===== src/rtl/cpu_pkg.sv =====
// Shared CPU definitions used by the fetch stage and its neighbours.
// Contents: datapath widths, opcode field position, fetch FSM state
// encoding, reset PC default and a saturating counter helper.
package cpu_pkg;

  localparam int OPCODE_W = 4;
  localparam int INSTR_W  = 16;
  localparam int PC_W     = 8;

  // Opcode occupies the top OPCODE_W bits of an instruction word.
  localparam int OPC_MSB = INSTR_W - 1;
  localparam int OPC_LSB = INSTR_W - OPCODE_W;

  localparam logic [PC_W-1:0] RESET_PC = 8'h00;

  typedef enum logic {
    FETCH = 1'b0,
    ISSUE = 1'b1
  } fetch_state_e;

  // 16-bit increment that sticks at all-ones instead of wrapping.
  function automatic logic [15:0] sat_inc16(input logic [15:0] value);
    if (value == 16'hFFFF) begin
      return 16'hFFFF;
    end else begin
      return value + 16'd1;
    end
  endfunction

endpackage


===== src/rtl/instruction_fetch_if.sv =====
// Instruction memory request/ready bus.
// Imem_req   : fetch request (master -> slave)
// Imem_addr  : word address of the fetch (master -> slave)
// Imem_ready : slave accepts the request, data valid same cycle
// Imem_data  : instruction word (slave -> master)
interface instruction_fetch_if #(
  parameter int PC_W    = 8,
  parameter int INSTR_W = 16
);

  logic               Imem_req;
  logic [PC_W-1:0]    Imem_addr;
  logic               Imem_ready;
  logic [INSTR_W-1:0] Imem_data;

  modport master (
    output Imem_req,
    output Imem_addr,
    input  Imem_ready,
    input  Imem_data
  );

  modport slave (
    input  Imem_req,
    input  Imem_addr,
    output Imem_ready,
    output Imem_data
  );

endinterface


===== src/rtl/fetch_pc_counter.sv =====
// Program counter register for the fetch stage.
// Clk/Rst_n    : clock, asynchronous active-low reset (loads RESET_PC)
// load/load_pc : redirect to load_pc (takes priority over inc)
// inc          : advance by one word, wrapping modulo 2^PC_W
// pc           : current program counter
module fetch_pc_counter #(
  parameter int              PC_W     = 8,
  parameter logic [PC_W-1:0] RESET_PC = '0
) (
  input  logic            Clk,
  input  logic            Rst_n,
  input  logic            load,
  input  logic [PC_W-1:0] load_pc,
  input  logic            inc,
  output logic [PC_W-1:0] pc
);

  logic [PC_W-1:0] pc_r;

  // PC register: redirect beats increment; natural overflow gives the wrap.
  always_ff @(posedge Clk or negedge Rst_n) begin
    if (!Rst_n) begin
      pc_r <= RESET_PC;
    end else if (load) begin
      pc_r <= load_pc;
    end else if (inc) begin
      pc_r <= pc_r + PC_W'(1);
    end else begin
      pc_r <= pc_r;
    end
  end

  assign pc = pc_r;

endmodule


===== src/rtl/instruction_fetch.sv =====
// Fetch stage feeding the control unit. Fetches one instruction per
// FETCH/ISSUE round trip, registers it, and presents opcode, word and PC.
// Clk, Rst_n     : clock, asynchronous active-low reset
// imem           : instruction memory bus (master side)
// Stall          : downstream cannot take the current instruction (ISSUE only)
// Branch_taken   : redirect to Branch_target, squashing any live/returning word
// Instr/Opcode   : registered instruction and its opcode slice
// Pc_out, Valid  : fetch address of Instr, and Instr is live
// Optional (FETCH_PERF_EN): Fetch_count, Stall_count saturating 16-bit counters.
module instruction_fetch
  import cpu_pkg::*;
#(
  parameter int                PC_W     = cpu_pkg::PC_W,
  parameter int                INSTR_W  = cpu_pkg::INSTR_W,
  parameter logic [PC_W-1:0]   RESET_PC = cpu_pkg::RESET_PC
) (
  input  logic                 Clk,
  input  logic                 Rst_n,
  instruction_fetch_if.master  imem,
  input  logic                 Stall,
  input  logic                 Branch_taken,
  input  logic [PC_W-1:0]      Branch_target,
  output logic [INSTR_W-1:0]   Instr,
  output logic [OPCODE_W-1:0]  Opcode,
  output logic [PC_W-1:0]      Pc_out,
`ifdef FETCH_PERF_EN
  output logic [15:0]          Fetch_count,
  output logic [15:0]          Stall_count,
`endif
  output logic                 Valid
);

  fetch_state_e       state_r;
  fetch_state_e       next_state_s;
  logic               req_r;
  logic               valid_r;
  logic [INSTR_W-1:0] instr_r;
  logic [PC_W-1:0]    pc_out_r;
  logic [PC_W-1:0]    pc_s;
  logic               fetch_done_s;

  fetch_pc_counter #(
    .PC_W     (PC_W),
    .RESET_PC (RESET_PC)
  ) u_pc (
    .Clk     (Clk),
    .Rst_n   (Rst_n),
    .load    (Branch_taken),
    .load_pc (Branch_target),
    .inc     (fetch_done_s),
    .pc      (pc_s)
  );

  // State register.
  always_ff @(posedge Clk or negedge Rst_n) begin
    if (!Rst_n) begin
      state_r <= FETCH;
    end else begin
      state_r <= next_state_s;
    end
  end

  // Next state and fetch completion; a branch overrides everything.
  // Completion needs req_r so the reset-exit cycle (req still low) cannot complete.
  always_comb begin
    next_state_s = state_r;
    fetch_done_s = 1'b0;
    case (state_r)
      FETCH: begin
        if (req_r && imem.Imem_ready && !Branch_taken) begin
          fetch_done_s = 1'b1;
          next_state_s = ISSUE;
        end else begin
          next_state_s = FETCH;
        end
      end
      ISSUE: begin
        if (!Stall) begin
          next_state_s = FETCH;
        end else begin
          next_state_s = ISSUE;
        end
      end
      default: begin
        next_state_s = FETCH;
      end
    endcase
    if (Branch_taken) begin
      next_state_s = FETCH;
    end else begin
      next_state_s = next_state_s;
    end
  end

  // Registered outputs: request tracks the state being entered.
  always_ff @(posedge Clk or negedge Rst_n) begin
    if (!Rst_n) begin
      req_r    <= 1'b0;
      valid_r  <= 1'b0;
      instr_r  <= '0;
      pc_out_r <= '0;
    end else begin
      req_r <= (next_state_s == FETCH);
      if (Branch_taken) begin
        valid_r <= 1'b0;
      end else if (fetch_done_s) begin
        valid_r <= 1'b1;
      end else if ((state_r == ISSUE) && !Stall) begin
        valid_r <= 1'b0;
      end else begin
        valid_r <= valid_r;
      end
      if (fetch_done_s) begin
        instr_r  <= imem.Imem_data;
        pc_out_r <= pc_s;
      end else begin
        instr_r  <= instr_r;
        pc_out_r <= pc_out_r;
      end
    end
  end

`ifdef FETCH_PERF_EN
  logic [15:0] fetch_count_r;
  logic [15:0] stall_count_r;

  // Performance counters: completed fetches and stalled ISSUE cycles.
  always_ff @(posedge Clk or negedge Rst_n) begin
    if (!Rst_n) begin
      fetch_count_r <= 16'd0;
      stall_count_r <= 16'd0;
    end else begin
      if (fetch_done_s) begin
        fetch_count_r <= sat_inc16(fetch_count_r);
      end else begin
        fetch_count_r <= fetch_count_r;
      end
      if ((state_r == ISSUE) && Stall) begin
        stall_count_r <= sat_inc16(stall_count_r);
      end else begin
        stall_count_r <= stall_count_r;
      end
    end
  end

  assign Fetch_count = fetch_count_r;
  assign Stall_count = stall_count_r;
`endif

  assign imem.Imem_req  = req_r;
  assign imem.Imem_addr = pc_s;
  assign Instr          = instr_r;
  assign Opcode         = instr_r[OPC_MSB:OPC_LSB];
  assign Pc_out         = pc_out_r;
  assign Valid          = valid_r;

endmodule


===== src/flat_wrapper.sv =====
// flat-port wrapper written by rule: the top's interface ports become plain ports
module instruction_fetch_flat import cpu_pkg::*;
#(
  parameter int                PC_W     = cpu_pkg::PC_W,
  parameter int                INSTR_W  = cpu_pkg::INSTR_W,
  parameter logic [PC_W-1:0]   RESET_PC = cpu_pkg::RESET_PC
)
  (Clk, Rst_n, Stall, Branch_taken, Branch_target, Instr, Opcode, Pc_out, Valid, imem_Imem_req, imem_Imem_addr, imem_Imem_ready, imem_Imem_data);
  instruction_fetch_if #(.PC_W(PC_W), .INSTR_W(INSTR_W)) imem_i ();
  input  logic Clk;
  input  logic Rst_n;
  input  logic Stall;
  input  logic Branch_taken;
  input  logic [PC_W-1:0] Branch_target;
  output logic [INSTR_W-1:0] Instr;
  output logic [OPCODE_W-1:0] Opcode;
  output logic [PC_W-1:0] Pc_out;
  output logic Valid;
  output wire logic [$bits(imem_i.Imem_req)-1:0] imem_Imem_req;
  output wire logic [$bits(imem_i.Imem_addr)-1:0] imem_Imem_addr;
  input wire logic [$bits(imem_i.Imem_ready)-1:0] imem_Imem_ready;
  input wire logic [$bits(imem_i.Imem_data)-1:0] imem_Imem_data;
  assign imem_Imem_req = imem_i.Imem_req;
  assign imem_Imem_addr = imem_i.Imem_addr;
  assign imem_i.Imem_ready = imem_Imem_ready;
  assign imem_i.Imem_data = imem_Imem_data;
  instruction_fetch #(.PC_W(PC_W), .INSTR_W(INSTR_W), .RESET_PC(RESET_PC)) u_core (.Clk(Clk), .Rst_n(Rst_n), .imem(imem_i), .Stall(Stall), .Branch_taken(Branch_taken), .Branch_target(Branch_target), .Instr(Instr), .Opcode(Opcode), .Pc_out(Pc_out), .Valid(Valid));
endmodule

===== config.mk =====
export PLATFORM = sky130hd
export DESIGN_NAME = instruction_fetch_flat
export DESIGN_NICKNAME = d
export VERILOG_FILES = /design/src/rtl/cpu_pkg.sv /design/src/rtl/instruction_fetch_if.sv /design/src/rtl/fetch_pc_counter.sv /design/src/rtl/instruction_fetch.sv /design/src/flat_wrapper.sv
export SDC_FILE = /design/constraint.sdc
export NUM_CORES = 1
export LEC_CHECK = 0
export CAP_MARGIN = 20
export CORE_ASPECT_RATIO = 0.5
export CORE_MARGIN = 5
export CORE_UTILIZATION = 42
export DETAILED_ROUTE_END_ITERATION = 10
export GPL_TIMING_DRIVEN = 0
export PLACE_DENSITY = 0.79
export SLEW_MARGIN = 40
export SYNTH_ARGS = -nofsm -noshare
export SYNTH_HDL_FRONTEND = slang
export SYNTH_SLANG_ARGS = --single-unit

===== constraint.sdc =====
create_clock -name Clk -period 1.9 [get_ports Clk]
set_input_delay 0.38 -clock Clk [delete_from_list [all_inputs] [get_ports Clk]]
set_output_delay 0.38 -clock Clk [all_outputs]
set_load 0.02 [all_outputs]

**Run 1: gate families picked out**

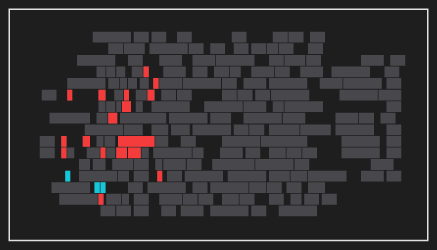
- nand cells: red (cells 17; most used nand2_1; where middle left)
- inv cells: cyan (cells 3; most used inv_1)
Layout Cells excl Fill: 245
Commonest Layout Cell: clkdlybuf4s50_1
multi-input combinational area share: 25.7%

**Run 1: signal wires on met1**

Supply wires on this layer in gray.
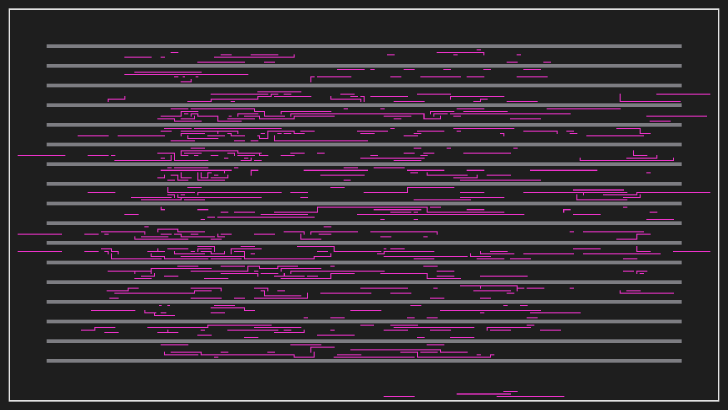
- wire length on this layer: 1,640 um
- nets with wire on the layer: 198
- longest straight run: 23.0 um
- main direction: horizontal
- share of all routed wire: 44%
met1 GRT Util: 17.6%
via count: 1,183
final WL: 3770 um

**Run 1: where the registers sit**

Other sequential cells in the stronger gray, the rest of the logic in the fainter gray.
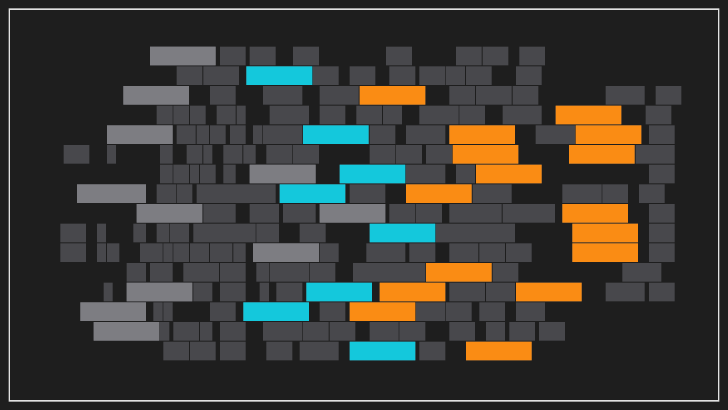
- u_core.Instr: orange (sequential cells 16)
- u_core.Pc_out: cyan (sequential cells 8)
- not colored: 11
Layout Utilization: 65.7%
sequential logic power: 0.00102 W
sequential share of cell area: 34.9%
storage element area: 877 um^2

==> changes_impl.md, run 1 <==
### Implementation results

- Initial antenna violation count: 0
- Slew headroom: 70.2%
- Multiplexer share: 21.0%
- Leak: 1.08 nW
- Yosys warning tally: 0
- CP endpoint kind: primary output
- Wl on met1: 1640 um
- Final Hold Viols: 0
- Setup slack at placement: -25.8 ps
- Total clock sinks: 35
- Layout cells sized above 1: 23.0%
- Clk root buf: clkbuf_8
- Syn Nets: 146
- Worst VDD drop: 390 uV
- Setup CP Type: reg2out
- WP depth: 1
- Met3 Use GR: 5.69%
- Pin count of the biggest net entering global routing: 20
- PD cells: 1130 nW/um^2
- Post-synthesis register bit count: 35
- Slew at the pin with the worst max-slew slack: 447 ps
- Status: finished clean
- Crit path cell chain: clkdlybuf4s50_1
- Uppermost layer routed: met4
- Core Util at FP: 42.5%
- Top-area cell share: 53.9%
- Worst Setup EP: imem_Imem_addr[1]
- Setup TNS: 0 ps
- Die W: 97.9 um
- RR Endpoint: u_core.Pc_out[3]
- Hold Crit Class: in2async
- Post-CTS Setup Bufs: 0
- Clk buf depth: 2
- Post-route setup slack: 116 ps
- Final setup vio count: 0
- Top cells by count, synth: dfrtp_1 (35), mux2_4 (19), nand2_1 (9), o21ai_0 (6)
- GPL Wtd Cong: 0.788
- Yosys cell count: 116
- Mapped Avg Cell Area: 14.0 um^2
- Top post-synthesis cells by area: dfrtp_1 (54%), mux2_4 (18%), mux2_2 (3.5%), buf_12 (2.5%), nand2_1 (2.1%)
- Die Y: 54.0 um
- Dominant Register Cell: dfrtp_1
[run 1: sequential cells by signal, indices dropped and copies added (netlist names)]
signal	count
u_core.u_pc.pc	8
u_core.Instr	16
u_core.Pc_out	8
u_core.state_r	1
u_core.imem.Imem_req	1
u_core.Valid	1
[run 1: what timing repair did]
action | 4_1_cts | 5_1_grt
setup endpoints to repair | 0 | 1
endpoints found under the hold margin | 0 | 0
resized | 0 | 1
[run 1: layout make-up]
class	instances	area share (%)
flip-flops and latches	35	34.9
repair buffers	67	27.2
multi-input cells	69	25.7
plain buffers	9	3.59
clock buffers	5	2.74
clock inverters	3	2.69
well taps	54	2.69
inverters	3	0.448
[run 1: power breakdown]
group	internal, W	switching [W]
clock network	0.000523	0.000289
registers	0.000902	0.000117
logic	0.000581	0.000422
==> run 1 -> run 2 <==
Settings changed: CORE_MARGIN 5 to default, MAX_ROUTING_LAYER from default to met4.
**Run 2: signal wires on met1**

Supply wires on this layer in gray.
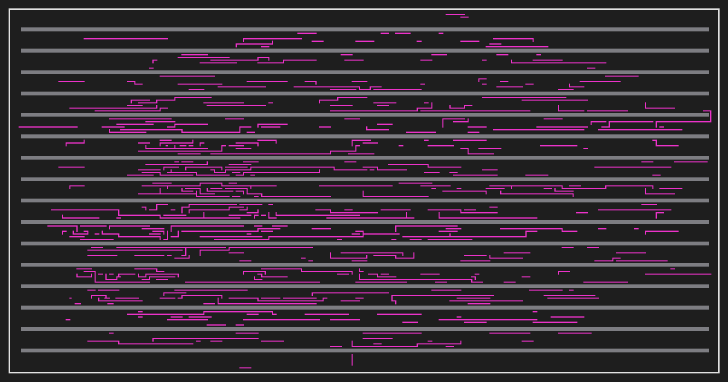
- nets with wire on the layer: 198
- main direction: horizontal
- wire length on this layer: 1,660 um
- share of all routed wire: 44%
met1 GRT Util: 24.1%
via count: 1,195

==> changes_impl.md, run 2 <==
### Implementation results

- Yosys cell count: 116 (unchanged)
- Setup slack at placement: -80.4 ps (-54.6 ps)
- Met3 Use GR: 4.17% (-1.5 points)
- Slew at the pin with the worst max-slew slack: 462 ps (+14.7 ps)
- Post-CTS Setup Bufs: 0 (unchanged)
- Status: finished clean
- Hold Crit Class: in2async
- Multiplexer share: 21.0% (unchanged)
- Top cells by count, synth: dfrtp_1 (35), mux2_4 (19), nand2_1 (9), o21ai_0 (6)
- RSZ-0062 raised after global routing: no
- Yosys warning tally: 0 (unchanged)
- Final WL: 3760 um (-0.29%)
- Final Hold Viols: 0 (unchanged)
- Sequential logic power: 0.00102 W (about the same)
- Internal power: 0.00187 W (-6.6%)
- Clk pwr share: 25.0% (-3.7 points)
- Mapped Avg Cell Area: 14.0 um^2 (unchanged)
- Worst VDD drop: 407 uV (+4.5%)
- Post-route setup slack: 114 ps (-2.24 ps)
- Vias in the first global route: 1,202
- Post_cts resized: 0 (unchanged)
- GPL Wtd Cong: 0.785 (-0.42%)
- Largest register FFs: 16 (unchanged)
- CP endpoint kind: primary output
- PD cells: 1090 nW/um^2 (-3.6%)
- Die W: 89.9 um (-8.2%)
- Leak: 1.07 nW (-0.48%)
- Top-count cell post-synth: dfrtp_1
- Final setup vio count: 0 (unchanged)
- Pin count of the biggest net entering global routing: 20 (unchanged)
- Heaviest power group: sequential cells
- Required @ worst endpoint: 1520 ps
- Commonest Layout Cell: clkdlybuf4s50_1
- Layout Cells excl Fill: 242 (-1.2%)
- Clk buf depth: 2 (unchanged)
- Die Y: 46.0 um (-15%)
- Sw frac: 30.6% (+1.4 points)
- Initial antenna violation count: 0 (unchanged)
- Uppermost layer routed: met4
- Sw Pwr: 0.000828 W (about the same)
- Post-synthesis register bit count: 35 (unchanged)
- Setup CP Type: reg2out
- Crit path cell chain: clkdlybuf4s50_1
- Wl on met1: 1660 um (+0.91%)
- Slew headroom: 69.2% (-0.98 points)
- Clk root buf: clkbuf_8
- Layout cells sized above 1: 22.5% (-0.52 points)
- Syn Nets: 146 (unchanged)
- Top post-synthesis cells by area: dfrtp_1 (54%), mux2_4 (18%), mux2_2 (3.5%), buf_12 (2.5%), nand2_1 (2.1%)
- Dominant Register Cell: dfrtp_1
**Run 2: clock nets**

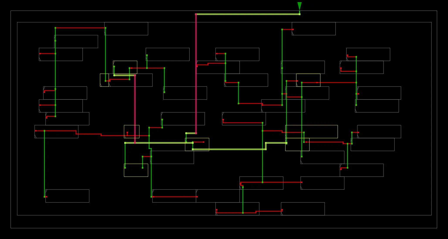
Late-Pin Clk Latency: 290 ps
total clock sinks: 35
number of clock buffers in the layout: 5
Clock Power: 0.000675 W

[run 2: cell counts after synthesis]
No cell type changed its count.
[run 2: worst paths after layout]
check	cells after the start	slack, ps	from	to
max	1	110	u_core.u_pc.pc[0]	imem_Imem_addr[0]
min	1	30	Rst_n	u_core.Instr[7]
max reg2reg	4	410	u_core.state_r	u_core.Pc_out[7]
min reg2reg	1	510	u_core.Instr[9]	u_core.Instr[9]
max in group asynchronous	2	1420	Rst_n	u_core.Instr[14]
min in group Clk	1	510	u_core.Instr[9]	u_core.Instr[9]
[run 2: cell type report]
class | count | area (um^2)
plain buffers | 9 | 90.1
clock buffers | 5 | 68.8
clock inverters | 3 | 43.8
fillers | 273 | 1080
inverters | 3 | 11.3
multi-input cells | 69 | 647
flip-flops and latches | 35 | 876
well taps | 51 | 63.8
repair buffers | 67 | 683
No activity file was given, so power comes from the tool's default toggle rates.
